### Routed metal per tile

19 x 19 tiles, from white (low) to dark blue (high), scaled to the fullest tile. Values are wire area over tile area, all layers added.
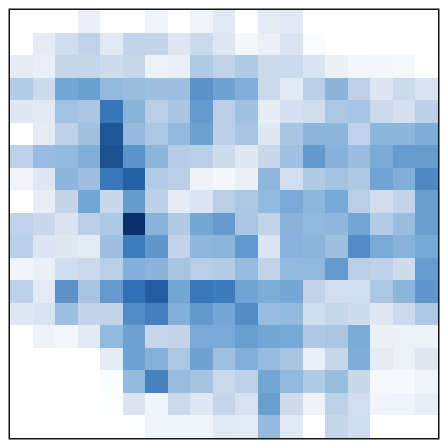
### A small window of the routed layout

The bar under the picture is 5 um long. Window x 38 to 58, y 57 to 77 um. Cells in grey, sequential cells in the stronger grey; small squares are vias.
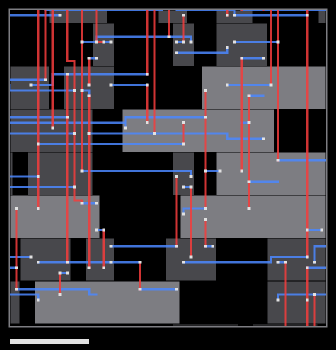
### The clock network

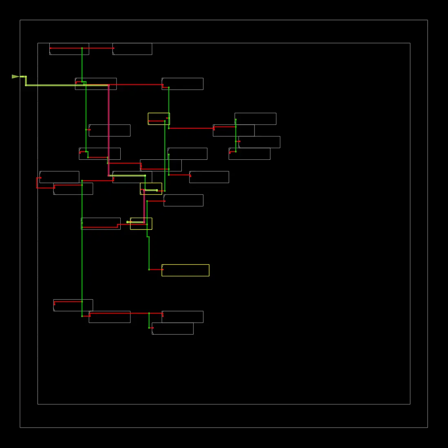
### Gate-type map

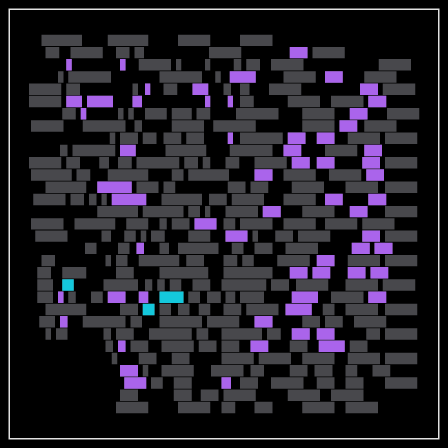
[src/rtl/relay_seq_pkg.sv]
// relay_seq_pkg
// Shared definitions for the FSA sequencer: state count, counter width,
// the state indices at which the decoder may end an instruction early,
// the index and phase types, and the terminal-state test used by the top.
package relay_seq_pkg;

  // FSA states in a full instruction (state 1 is index 0)
  localparam int NUM_STATES = 24;

  // Default width of the completed-instruction counter
  localparam int CNT_W = 16;

  // Zero-based indices of the states that an abort bit can terminate
  localparam int ABORT_8  = 7;
  localparam int ABORT_10 = 9;
  localparam int ABORT_12 = 11;
  localparam int ABORT_14 = 13;

  // Last state of a full-length instruction
  localparam int LAST_IDX = NUM_STATES - 1;

  typedef logic [4:0] fsa_idx_t;

  typedef enum logic {PH_A, PH_B} fsa_phase_t;

  // True when the state at idx ends the instruction. Each abort bit only
  // matters at its own state, so several bits set at once cannot interfere.
  function automatic logic is_terminal(input fsa_idx_t idx, input logic [3:0] abort);
    logic term;
    term = (idx == fsa_idx_t'(LAST_IDX))
         | ((idx == fsa_idx_t'(ABORT_8))  & abort[0])
         | ((idx == fsa_idx_t'(ABORT_10)) & abort[1])
         | ((idx == fsa_idx_t'(ABORT_12)) & abort[2])
         | ((idx == fsa_idx_t'(ABORT_14)) & abort[3]);
    return term;
  endfunction

endpackage

[src/rtl/fsa_ring.sv]
// fsa_ring
// State register of the FSA: a state index and a two-phase sub-state,
// plus the one-hot decode driven out to the instruction decoder.
// Ports:
//   clk, reset      clock and asynchronous active-high reset
//   adv             advance one phase on this clock edge
//   terminal        current state ends the instruction (used leaving PH_B)
//   idx, phase      registered state index and phase
//   fsa_out         one-hot current state
//   fsa_out_prime   copy of fsa_out during PH_B, zero during PH_A
module fsa_ring
  import relay_seq_pkg::*;
(
  input  logic                  clk,
  input  logic                  reset,
  input  logic                  adv,
  input  logic                  terminal,
  output fsa_idx_t              idx,
  output fsa_phase_t            phase,
  output logic [NUM_STATES-1:0] fsa_out,
  output logic [NUM_STATES-1:0] fsa_out_prime
);

  fsa_idx_t   idx_q,   idx_d;
  fsa_phase_t phase_q, phase_d;

  // Next state: PH_A always moves to PH_B of the same state; leaving PH_B
  // either wraps to state 1 or steps to the next state.
  always_comb begin
    idx_d   = idx_q;
    phase_d = phase_q;
    if (adv) begin
      if (phase_q == PH_A) begin
        phase_d = PH_B;
      end else begin
        phase_d = PH_A;
        if (terminal) begin
          idx_d = '0;
        end else begin
          idx_d = idx_q + fsa_idx_t'(1);
        end
      end
    end
  end

  always_ff @(posedge clk or posedge reset) begin
    if (reset) begin
      idx_q   <= '0;
      phase_q <= PH_A;
    end else begin
      idx_q   <= idx_d;
      phase_q <= phase_d;
    end
  end

  // One-hot decode straight from the registers, so it is glitch-free with
  // respect to the decoder inputs.
  always_comb begin
    fsa_out = '0;
    for (int k = 0; k < NUM_STATES; k++) begin
      fsa_out[k] = (idx_q == fsa_idx_t'(k));
    end
    fsa_out_prime = (phase_q == PH_B) ? fsa_out : '0;
  end

  assign idx   = idx_q;
  assign phase = phase_q;

endmodule

[src/rtl/fsa_sequencer.sv]
// fsa_sequencer
// Finite-state automaton that sequences the instruction decoder. Each
// instruction walks states 1..24 (two phases per state) unless the decoder
// raises the abort bit belonging to state 8, 10, 12 or 14, which ends the
// instruction at that state. Front-panel run/step decide when to advance.
// Ports:
//   clk, reset      clock and asynchronous active-high reset
//   run             level, free-run one phase per clock
//   step            one-clock pulse, single phase advance while halted
//   abort[3:0]      early-end request: [0]=8 [1]=10 [2]=12 [3]=14
//   fsa_out         one-hot current state
//   fsa_out_prime   fsa_out during the second phase of a state, else zero
//   instr_start     first phase of state 1
//   instr_done      final phase of the terminating state
//   instr_count     completed instructions, wraps silently
module fsa_sequencer
  import relay_seq_pkg::*;
#(
  parameter int CNT_W = relay_seq_pkg::CNT_W
) (
  input  logic                  clk,
  input  logic                  reset,
  input  logic                  run,
  input  logic                  step,
  input  logic [3:0]            abort,
  output logic [NUM_STATES-1:0] fsa_out,
  output logic [NUM_STATES-1:0] fsa_out_prime,
  output logic                  instr_start,
  output logic                  instr_done,
  output logic [CNT_W-1:0]      instr_count
);

  fsa_idx_t         idx;
  fsa_phase_t       phase;
  logic             adv;
  logic             term_cond;
  logic [CNT_W-1:0] count_q, count_d;

  // step only matters while halted; while running it is swallowed
  assign adv = run | (~run & step);

  // abort is looked at combinationally, so instr_done may rise partway
  // through the phase when the decoder asserts abort late.
  assign term_cond   = is_terminal(idx, abort);
  assign instr_done  = (phase == PH_B) & term_cond;
  assign instr_start = (idx == '0) & (phase == PH_A);

  fsa_ring u_ring (
    .clk           (clk),
    .reset         (reset),
    .adv           (adv),
    .terminal      (term_cond),
    .idx           (idx),
    .phase         (phase),
    .fsa_out       (fsa_out),
    .fsa_out_prime (fsa_out_prime)
  );

  // An instruction is counted on the same edge that returns to state 1
  always_comb begin
    count_d = count_q;
    if (adv && instr_done) begin
      count_d = count_q + CNT_W'(1);
    end
  end

  always_ff @(posedge clk or posedge reset) begin
    if (reset) begin
      count_q <= '0;
    end else begin
      count_q <= count_d;
    end
  end

  assign instr_count = count_q;

endmodule

[config.mk]
export PLATFORM = sky130hd
export DESIGN_NAME = fsa_sequencer
export DESIGN_NICKNAME = d
export VERILOG_FILES = /design/src/rtl/relay_seq_pkg.sv /design/src/rtl/fsa_ring.sv /design/src/rtl/fsa_sequencer.sv
export SDC_FILE = /design/constraint.sdc
export NUM_CORES = 1
export LEC_CHECK = 0
export CELL_PAD_IN_SITES_DETAIL_PLACEMENT = 1
export CELL_PAD_IN_SITES_GLOBAL_PLACEMENT = 2
export CORE_MARGIN = 4
export CORE_UTILIZATION = 20
export CTS_CLUSTER_DIAMETER = 100
export DETAILED_ROUTE_END_ITERATION = 8
export PLACE_DENSITY_LB_ADDON = 0.1
export SLEW_MARGIN = 0
export SYNTH_ARGS = -nofsm -noshare
export SYNTH_HDL_FRONTEND = slang
export SYNTH_SLANG_ARGS = --single-unit
[constraint.sdc]
create_clock -name clk -period 1.9 [get_ports clk]
set_input_delay 0.57 -clock clk [delete_from_list [all_inputs] [get_ports clk]]
set_output_delay 0.57 -clock clk [all_outputs]
set_load 0.1 [all_outputs]
==> results.yml <==
# flow metrics
global_route:
  grt_busiest_layer: "met2"
  grt_usage: 0.150
  antenna_found_initial: 0
  grt_use_met1: 0.196
  grt_pass1_vias: 1851
  grt_max_degree: 23
  overflow: 0
  grt_pass1_wl_mm: 10.5
  globalRouteMet2Util: 0.265
layout:
  nClkBuffers: 3
  dominant_cells: "buffers"
  finalCoreUtilization: 0.576
  seq-cell-share: 0.134
  n_all_buffers: 118
  buf_share: 0.444
  layout.area.seq_sq_um: 566
  synthToLayoutAreaGrowth_pct: 178
  nFillCells: 713
  lay_top_count: "buf_12"
  antenna_cells: 0
placement:
  dpl.hpwl_mm: 4.99
  finalWeightedCongestion: 0.773
  placedCellCount: 385
  pre_cts_ws_ns: -0.609
  port_buffers: 73
  placed_cell_area_sq_um: 3720
setup_path:
  path_max_fanout: 3
  crit_arrival_ns: 1.73
  crit_required_ns: 1.33
  timing.rr.start: "u_ring.idx[0]"
  cp-startpoint: "abort[1]"
  crit_path_end_kind: "output port"
clock_tree:
  post_cts_buffers: 6
  cts_hold_buffers: 0
  clockBufferDepth: 2
  path_clk_slew_ns: 0.09
synth:
  muxShareOfSynthArea: 0.0148
  ys_ff: 22
  synth_area_leader_cell: "dfrtp_1"
  synthTopCellsByCount: "nor2_1 (43), dfrtp_1 (22), nand2_1 (17)"
  xor_area_frac: 0.0865
  ys_warn_count: 0
  top_cells_by_area: "dfrtp_1 (36%), nor2_1 (11%), xor2_1 (6.3%)"
  synth-main-ff-cell: "dfrtp_1"
  compound_area_frac: 0.0733
  synthCells: 185
  syn-cell-area_sq_um: 1520
  most_common_cell: "nor2_1"
  ys_chip_area_sq_um: 1520
  simple_gate_area_frac: 0.352
  logic_family: "simple AND/OR/NAND/NOR gates"
  edf_count: 0
  syn-num-nets: 199
final_timing:
  finalSetupViolations: 61
  timing.fmax_mhz: 434
  period_used_share: 1.21
  rsz0062_at_grt: "yes"
  slew_headroom: 0.748
  fin_hold_ws_ns: 0.521
  period_minus_slack_ns: 2.30
  postLayoutSetupSlackWorst_ns: -0.403
  hold_violations: 0
  fin_tns_setup_ns: -13.64
  worst_pin_slew_ns: 0.379
floorplan:
  fp-utilization: 0.207
  n_tap_cell: 99
  fp.coreArea_sq_um: 7330
  core.rowCount: 31
  die_area_sq_um: 9050
routing:
  vias: 1765
  vias_per_cell: 4.43
  first_iter_violations: 42
  drc_errors: 0
pwr:
  power_uw: 5330
  max-vdd-ir-drop_v: 0.000510
  powerDensity_nw_per_um2: 1260
  leakagePower_uw: 0.00175
run_status:
  outcome: "finished with violations"
  violations: "setup timing"
worst_hold_path:
  hold_path.startpoint: "instr_count[10]"
  hold_class: "reg2reg"
job:
  openroad.warnings: 32
Notes on 'Routed metal per tile' above:
The densest ninth of the die: right middle. The emptiest ninth of the die: bottom left. 13% of the tiles are nearly empty. 16% of the tiles are over half the peak. The mean over all tiles is 0.11. The fullest tile reaches 0.39.

Notes on 'A small window of the routed layout' above:
Key: red = metal 2; blue = metal 1
Sequential cells in the window: 6. Netlist names of flops here include instr_count (6). 19 logic cells have their middle in the window. Most frequent: dfrtp_2 (4), nor2_1 (3), xor2_1 (3).

Notes on 'The clock network' above:
Flops: 22
CTS Buf Count: 3
clock skew: 0.00235 ns

Notes on 'Gate-type map' above:
Key: purple = nor cells [cells 61]; cyan = non-inverting ao/oa cells [cells 3]

## critical path, stage by stage
cell and delay, ns:
dlygate4sd2_1 0.23, mux2_4 0.26, and3_4 0.17, a21o_4 0.19, and2_4 0.16, buf_12 0.16
## path summary, 6_finish.rpt
check                             endpoint  slack (ns)  depth (start not counted)
max                             instr_done       -0.40                          6
min                        instr_count[10]        0.52                          1
max reg2reg                 instr_count[9]       -0.03                         10
min reg2reg                instr_count[10]        0.52                          1
max in group asynchronous   instr_count[2]        1.02                          3
min in group asynchronous     u_ring.phase        0.63                          3
## where the power goes
part	total, uW	internal, uW	switching (uW)
Sequential	709	555	154
Combinational	4170	1670	2500
Clock	453	282	171
## routing by layer
layer / share of wire / routed length [um]
met1: 0.44 / 2900
met2: 0.51 / 3390
met3: 0.048 / 316
met4: 0.0042 / 28
met5: 0 / 0
No activity file was given, so power comes from the tool's default toggle rates.
